File: config.mk
export PLATFORM = sky130hd
export DESIGN_NAME = dma_priority_encoder
export DESIGN_NICKNAME = d
export VERILOG_FILES = /design/src/rtl/dma_priority_encoder.sv
export SDC_FILE = /design/constraint.sdc
export NUM_CORES = 1
export LEC_CHECK = 0
export CAP_MARGIN = 20
export CORE_MARGIN = 2
export CORE_UTILIZATION = 41
export CTS_CLUSTER_SIZE = 8
export DETAILED_ROUTE_END_ITERATION = 7
export GPL_TIMING_DRIVEN = 1
export PLACE_DENSITY = 0.84
export SETUP_SLACK_MARGIN = 0.05
export SYNTH_ARGS = -nofsm -noshare
export SYNTH_HDL_FRONTEND = slang
export SYNTH_SLANG_ARGS = --single-unit
File: constraint.sdc
create_clock -name CLK -period 1.65 [get_ports CLK]
set_clock_uncertainty 0.1 [all_clocks]
set_input_delay 0.495 -clock CLK [delete_from_list [all_inputs] [get_ports CLK]]
set_output_delay 0.495 -clock CLK [all_outputs]
set_load 0.005 [all_outputs]
File: src/rtl/dma_priority_encoder.sv
// DMA request synchronizer, channel arbiter and grant FSM.
// Define DMA_ROTATING_PRIORITY_EN to enable rotating priority; otherwise fixed.
module dma_priority_encoder #(
   parameter int unsigned DREQ_SYNC_STAGES = 2
) (
   input  logic       CLK,
   input  logic       RESET,
   input  logic       MasterClear,
   input  logic [3:0] DREQ,
   input  logic [3:0] RequestReg,
   input  logic [3:0] MaskReg,
   input  logic       CmdDisable,
   input  logic       CmdRotate,
   input  logic       CmdDreqLow,
   input  logic       ServiceDone,
   output logic       ValidReqID,
   output logic [1:0] ReqID,
   output logic [3:0] PendingReq
);

   localparam int unsigned ChainW = 4 * DREQ_SYNC_STAGES;

   typedef enum logic {StIdle, StGrant} state_e;

   state_e            r_state, w_state_d;
   logic              r_valid, w_valid_d;
   logic [1:0]        r_req_id, w_req_id_d;
   logic [3:0]        r_pend;
   logic [ChainW-1:0] r_chain, w_chain_d;
   logic [3:0]        w_sync, w_eff;
   logic [1:0]        w_winner;
   logic [1:0]        w_top;

   // Newest sample enters the low nibble; the oldest nibble is the synchronized request.
   always_comb begin
      w_chain_d = (r_chain << 4) | ChainW'(DREQ ^ {4{CmdDreqLow}});
   end

   assign w_sync = r_chain[ChainW-1 -: 4];
   assign w_eff  = (w_sync & ~MaskReg) | RequestReg;

   always_ff @(posedge CLK or posedge RESET) begin
      if (RESET) begin
         r_chain <= '0;
         r_pend  <= '0;
      end else if (MasterClear) begin
         r_chain <= '0;
         r_pend  <= '0;
      end else begin
         r_chain <= w_chain_d;
         r_pend  <= w_sync | RequestReg;
      end
   end

`ifdef DMA_ROTATING_PRIORITY_EN
   logic [1:0] r_top, w_top_d;

   assign w_top = CmdRotate ? r_top : 2'd0;

   always_comb begin
      w_top_d = r_top;
      if (!CmdRotate) begin
         w_top_d = 2'd0;
      end else if (r_state == StGrant && ServiceDone) begin
         w_top_d = r_req_id + 2'd1;
      end
   end

   always_ff @(posedge CLK or posedge RESET) begin
      if (RESET) begin
         r_top <= 2'd0;
      end else if (MasterClear) begin
         r_top <= 2'd0;
      end else begin
         r_top <= w_top_d;
      end
   end
`else
   logic w_rotate_unused;

   assign w_rotate_unused = CmdRotate;
   assign w_top           = 2'd0;
`endif

   // Scan lowest priority first so the highest-priority requester overwrites.
   always_comb begin
      logic [1:0] w_idx;
      w_idx    = 2'd0;
      w_winner = 2'd0;
      for (int k = 3; k >= 0; k--) begin
         w_idx = w_top + 2'(k);
         if (w_eff[w_idx]) begin
            w_winner = w_idx;
         end
      end
   end

   always_comb begin
      w_state_d  = r_state;
      w_valid_d  = r_valid;
      w_req_id_d = r_req_id;
      unique case (r_state)
         StIdle: begin
            if (!CmdDisable && (w_eff != 4'd0)) begin
               w_state_d  = StGrant;
               w_valid_d  = 1'b1;
               w_req_id_d = w_winner;
            end else begin
               w_valid_d = 1'b0;
            end
         end
         StGrant: begin
            if (ServiceDone) begin
               w_state_d = StIdle;
               w_valid_d = 1'b0;
            end
         end
         default: begin
            w_state_d = StIdle;
            w_valid_d = 1'b0;
         end
      endcase
   end

   always_ff @(posedge CLK or posedge RESET) begin
      if (RESET) begin
         r_state  <= StIdle;
         r_valid  <= 1'b0;
         r_req_id <= 2'd0;
      end else if (MasterClear) begin
         r_state  <= StIdle;
         r_valid  <= 1'b0;
         r_req_id <= 2'd0;
      end else begin
         r_state  <= w_state_d;
         r_valid  <= w_valid_d;
         r_req_id <= w_req_id_d;
      end
   end

   assign ValidReqID = r_valid;
   assign ReqID      = r_req_id;
   assign PendingReq = r_pend;

endmodule

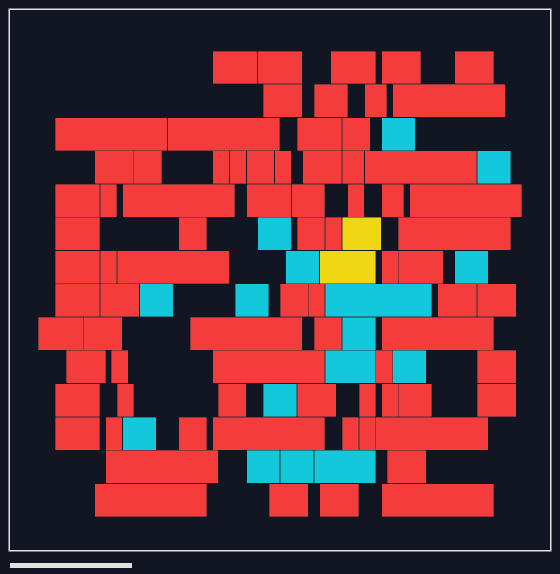
Run 1: cells by drive strength
The bar under the picture is 10 µm long.
drive 2 -> yellow  # cells 2, share 2.1%
drive 3 to 4 -> cyan  # cells 16, share 17%
drive 1 or less -> red  # cells 77, share 81%
final worst slack: 0.05772 ns
P&R area growth vs syn: 53.79%
Non-Clock Buffer Count: 34
fin area: 0.001016 mm²

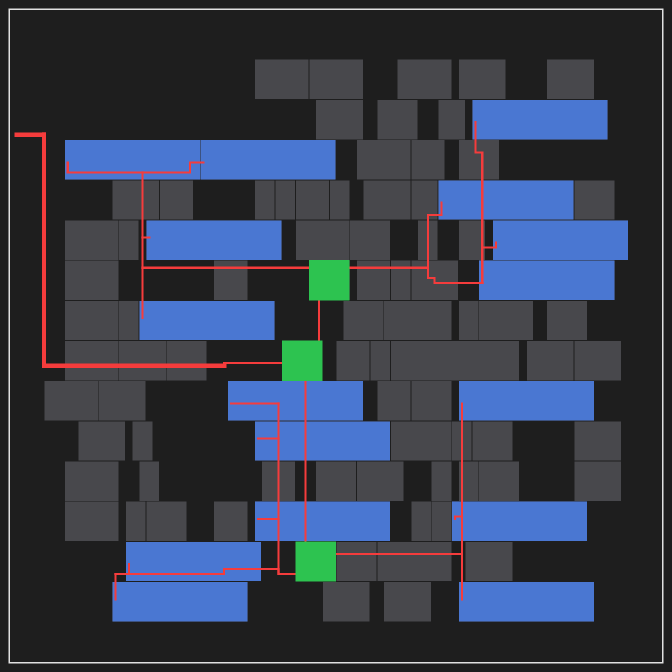
Run 1: clock network drawn from the DEF
cells driving clock nets -> green  # count 3
clock wires -> red  # length 175 µm
flip-flops -> blue  # count 16
routed clock nets = 4
Latency at later pin: 0.27 ns
Clock power frac: 25.1%

==> results.sh, run 1 <==
# flow metrics
export IMPL_antenna_found_initial=0
export IMPL_hpwlAfterDp_um=978.2
export IMPL_register_area_um2=400.4
export IMPL_critPathRequiredTime_ns=1.70
export IMPL_p_sw_share_pct=23.28
export IMPL_status="finished, final reports clean"
export IMPL_cts_sinks=16
export IMPL_ys_cells=60
export IMPL_fin_nets=116
export IMPL_first_pass_iters=2
export IMPL_pwr_share_comb_pct=19.5
export IMPL_postSynthSeqShare_pct=60.61
export IMPL_ys_types=18
export IMPL_place_inst=104
export IMPL_drc=0
export IMPL_chip_area_mm2=0.001948
export IMPL_vdd_drop_max_uv=501.9
export IMPL_numCtsBuffers=3
export IMPL_grt_max_degree=17
export IMPL_leakagePower_uw=0.0004918
export IMPL_gp_congestion=0.8335
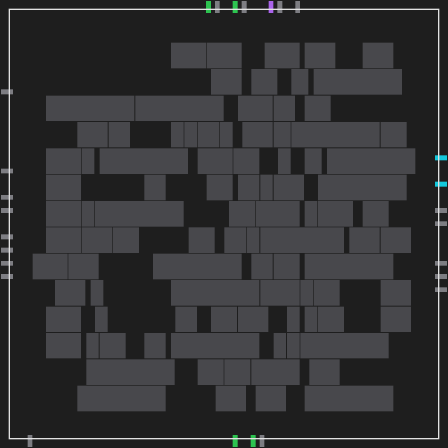
Run 1: I/O pins on the die edge
Pins as bars across the die edge, other pins in grey.
`MaskReg` -> green  # pins 4, direction input, edge 2 top, 2 bottom
`ReqID` -> cyan  # pins 2, direction output, edge right
`ServiceDone` -> purple  # pins 1, direction input, edge top

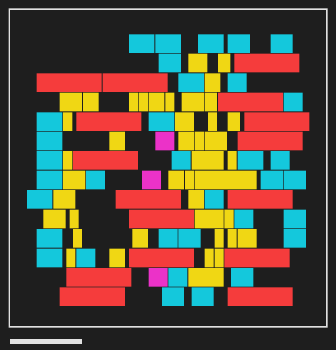
Run 1: cells coloured by class
The bar under the picture is 10 µm long.
all other logic -> yellow  # cells 42, share of their area 27%
other buffers and delay cells -> cyan  # cells 34, share of their area 30%
cells driving clock nets -> magenta  # cells 3, share of their area 2.3%
flip-flops -> red  # cells 16, share of their area 40%
Seq/total area: 39.41%
final core occ: 67.44%

[run 1: cell usage in the layout (no fill, tap or decap), drive strengths merged]
cell	netlist	layout
a211oi	1	1
a21oi	3	3
a311oi	1	1
buf	0	10
clkbuf	2	3
clkdlybuf4s50	0	13
dfrtp	16	16
dlygate4sd2	0	11
inv	3	3
nand2b	3	3
nand3b	1	1
nand4	1	1
nor2	14	14
nor2b	6	6
nor4	1	1
nor4b	1	1
o211ai	1	1
o21ai	1	1
or4	1	1
xnor2	4	4
[run 1: power by group through the flow]
| stage | combinational, µW | clock (µW) | sequential [µW] |
|---|---|---|---|
| after floorplan | 55.7 | 0 | 436 |
| after global placement | 140 | 0 | 436 |
| after detailed placement | 144 | 0 | 437 |
| after CTS | 142 | 198 | 427 |
| after global routing | 166 | 214 | 429 |
| final | 150 | 193 | 427 |
[run 1: kinds of logic after synthesis]
logic type	synth area share, %
xor+xnor	5.302
simple gates	24.62
buf+inv	2.841
flops	60.61
compound gates	6.628
[run 1: state kept, by name, summed over array words and instances (netlist names)]
name        cells
PendingReq      4
ReqID           2
ValidReqID      1
r_chain         8
r_state         1
[run 1: path summary, 6_finish.rpt]
| check | start | endpoint | slack (ns) | cells past startpoint |
|---|---|---|---|---|
| max in group asynchronous | RESET | PendingReq[1] | 0.86 | 3 |
| max reg2reg | r_chain[7] | ReqID[0] | 0.06 | 4 |
| min reg2reg | r_chain[3] | r_chain[7] | 0.37 | 1 |
| min in group asynchronous | RESET | ReqID[1] | 0.41 | 3 |
| max | r_chain[7] | ReqID[0] | 0.06 | 4 |
| min | r_chain[3] | r_chain[7] | 0.37 | 1 |
[run 1: metrics by stage]
stage / hold WS [ns] / power (µW) / util (%) / setup slack (ns) / TNS [ns]
4_1_cts: 0.3787 / 767.3 / 65.70 / -0.00003686 / -0.00003686
3_5_place_dp: 0.3536 / 581.2 / 63.62 / -0.4470 / -1.618
2_1_floorplan: 0.3087 / 491.5 / - / 0.1206 / 0
5_1_grt: 0.3848 / 808.6 / 67.44 / -0.01681 / -0.01681
6_report: 0.3708 / 770.6 / 67.44 / 0.05772 / 0
3_3_place_gp: 0.3425 / 576.2 / 63.62 / -0.4121 / -1.517
[run 1: area by class of cell]
type / instances / area share, %
timing repair buffer: 34 / 29.68
sequential: 16 / 39.41
inverter: 3 / 1.108
tap: 16 / 1.970
multi-input combinational: 39 / 25.62
clock buffer: 3 / 2.217
[run 1: layer usage]
| metal | track usage [%] | wire (µm) | up-vias |
|---|---|---|---|
| met5 | 0 | 0 | - |
| met4 | 11.52 | 29 | 0 |
| met3 | 4.490 | 66 | 5 |
| met2 | 29.12 | 701 | 18 |
| met1 | 14.66 | 535 | 251 |
| li1 | - | - | 267 |
[run 1: repair_timing]
item | CTS | global route
gates resized | 11 | 3
buffers inserted | 3 | 1
endpoints found under the setup margin | 11 | 3
pin swaps | 3 | 1
[run 1: critical path: stages (launching register included)]
cell and delay, ns:
dfrtp_1 0.38, nor2b_1 0.13, or4_4 0.57, nor4b_4 0.24, nor4_2 0.06
Run 1, the clock network:
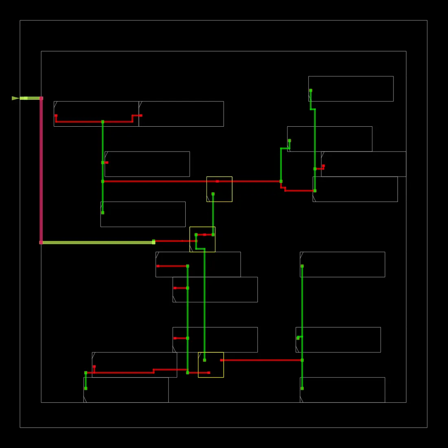

==> run 1 -> run 2 <==
- CORE_ASPECT_RATIO: unset -> 0.7
- CORE_UTILIZATION: 41 -> 30
- PLACE_DENSITY: 0.84 -> 0.67
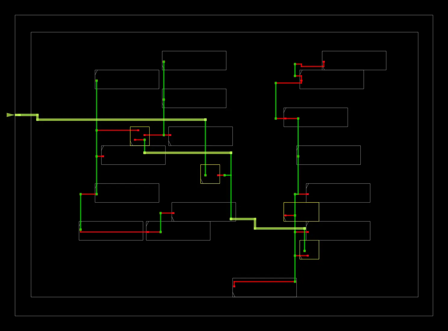
Run 2: the clock network
Clk. pwr: 256 µW
CTS buffer count: 3
CLK BUF: 4
clk sink count: 16

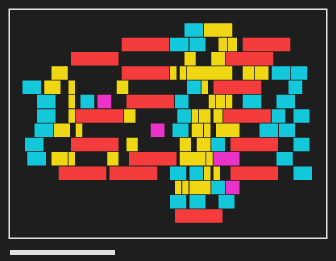
Run 2: cells coloured by class
The bar under the picture is 20 µm long.
other buffers and delay cells -> cyan  # cells 33, share of their area 29%
all other logic -> yellow  # cells 42, share of their area 27%
flip-flops -> red  # cells 16, share of their area 40%
clock drivers and dummy loads -> magenta  # cells 4, share of their area 3.6%

==> results.sh, run 2 <==
# flow metrics
export IMPL_first_pass_iters=4
export IMPL_postLayoutCellArea_mm2=0.001045
export IMPL_p_sw_share_pct=23.10
export IMPL_gp_congestion=0.7305
export IMPL_chip_area_mm2=0.002599
export IMPL_grt_max_degree=17
export IMPL_pwr_share_comb_pct=18.0
export IMPL_final_layout_top_logic_cell="dfrtp_1"
export IMPL_grt_busiest_layer="met2"
export IMPL_cp_slowest_cell="clkdlybuf4s50_1"
export IMPL_hold_depth=1
export IMPL_use_met3_pct=6.098
export IMPL_cp_startpoint="MaskReg[1]"
export IMPL_synth_avg_cell_area_um2=11.01
export IMPL_largest_reg_flops=8
export IMPL_synthesis_area_um2=660.6
export IMPL_clock_latency_ns=0.28
export IMPL_largest_register="r_chain"
export IMPL_slowest_delay_ns=0.48
export IMPL_postSynthSeqShare_pct=60.61
export IMPL_worst_r2r_endpoint="ReqID[0]"
export IMPL_lay_top_cells="dfrtp_1 (16), nor2_1 (14), clkdlybuf4s50_1 (13)"
export IMPL_ys_types=18
export IMPL_leakagePower_uw=0.0004934
export IMPL_p_clk_share_pct=30.7
export IMPL_reg2reg_slack_ns=0.10
export IMPL_r2r_start="r_chain[6]"
export IMPL_grt_util_met2_pct=21.30
export IMPL_fin_nets=115
export IMPL_critPathRequiredTime_ns=1.72
export IMPL_status="finished, final reports clean"
export IMPL_vdd_drop_max_uv=319.7
export IMPL_use_met1_pct=12.40
export IMPL_area_growth_pct=58.14
export IMPL_antenna_found_initial=0
-- run 2: cell types whose count changed in the layout (fill, tap and decap cells not counted), sizes merged --
cell / previous run / this run
clkbuf: 3 / 4
buf: 10 / 9
-- run 2: metrics by stage --
step           total power [µW]  std cells  setup TNS (ns)  setup slack, ns  hold slack, ns
2_1_floorplan             491.5         60               0           0.1206          0.3087
3_3_place_gp              577.3        120          -1.500          -0.4080          0.3443
3_5_place_dp              581.7        120          -1.627          -0.4614          0.3480
4_1_cts                   833.5        126               0          0.01381          0.3697
5_1_grt                   882.1        127        -0.01828         -0.01828          0.3866
6_report                  832.2        127               0         0.005592          0.3630
-- run 2: worst max-delay path, delay by kind of cell --
| family | cells | cell delay [ns] |
|---|---|---|
| compound gates | 2 | 0.49 |
| simple gates | 2 | 0.26 |
| buf+inv | 1 | 0.48 |
-- run 2: timing repair --
item / CTS / global route
pin swaps: 3 / 2
resized: 12 / 2
setup endpoints to repair: 11 / 3
buffers inserted: 2 / 1
-- run 2: power by group through the flow --
| stage | registers, µW | clock network (µW) | logic [µW] |
|---|---|---|---|
| final | 427 | 256 | 150 |
| after global routing | 430 | 288 | 164 |
| after CTS | 426 | 263 | 144 |
| after detailed placement | 437 | 0 | 145 |
| after global placement | 435 | 0 | 142 |
| after floorplan | 436 | 0 | 55.7 |
-- run 2: cell type report --
type                            instances  area [µm²]  area share (%)
Inverter                                3       11.26           1.078
Tap cell                               32       40.04           3.832
Sequential cell                        16       400.4           38.32
Multi-Input combinational cell         39       262.8           25.15
Timing Repair Buffer                   33       294.0           28.14
Clock buffer                            4       36.28           3.473
-- run 2: worst max path at each step --
stage / to
floorplan: ReqID[0]
global placement: ReqID[0]
detailed placement: ReqID[0]
CTS: ReqID[0]
global route: ReqID[0]
finish: ReqID[0]
-- run 2: cells by family (layout without fill, tap and decap cells) --
logic type	Yosys count	in the layout	synth area share [%]
buffers and inverters	5	40	2.841
xor gates and xnor gates	4	4	5.302
AOI/OAI and AO/OA	7	7	6.628
DFF	16	16	60.61
and+or+nand+nor	28	28	24.62
-- run 2: metal layers --
| layer | vias to the layer above | part of all wire (%) |
|---|---|---|
| li1 | 269 | - |
| met2 | 23 | 53 |
| met5 | - | 0 |
| met3 | 0 | 9.1 |
| met1 | 258 | 38 |
| met4 | 0 | 0 |
Power is estimated from default activity; no workload was simulated.
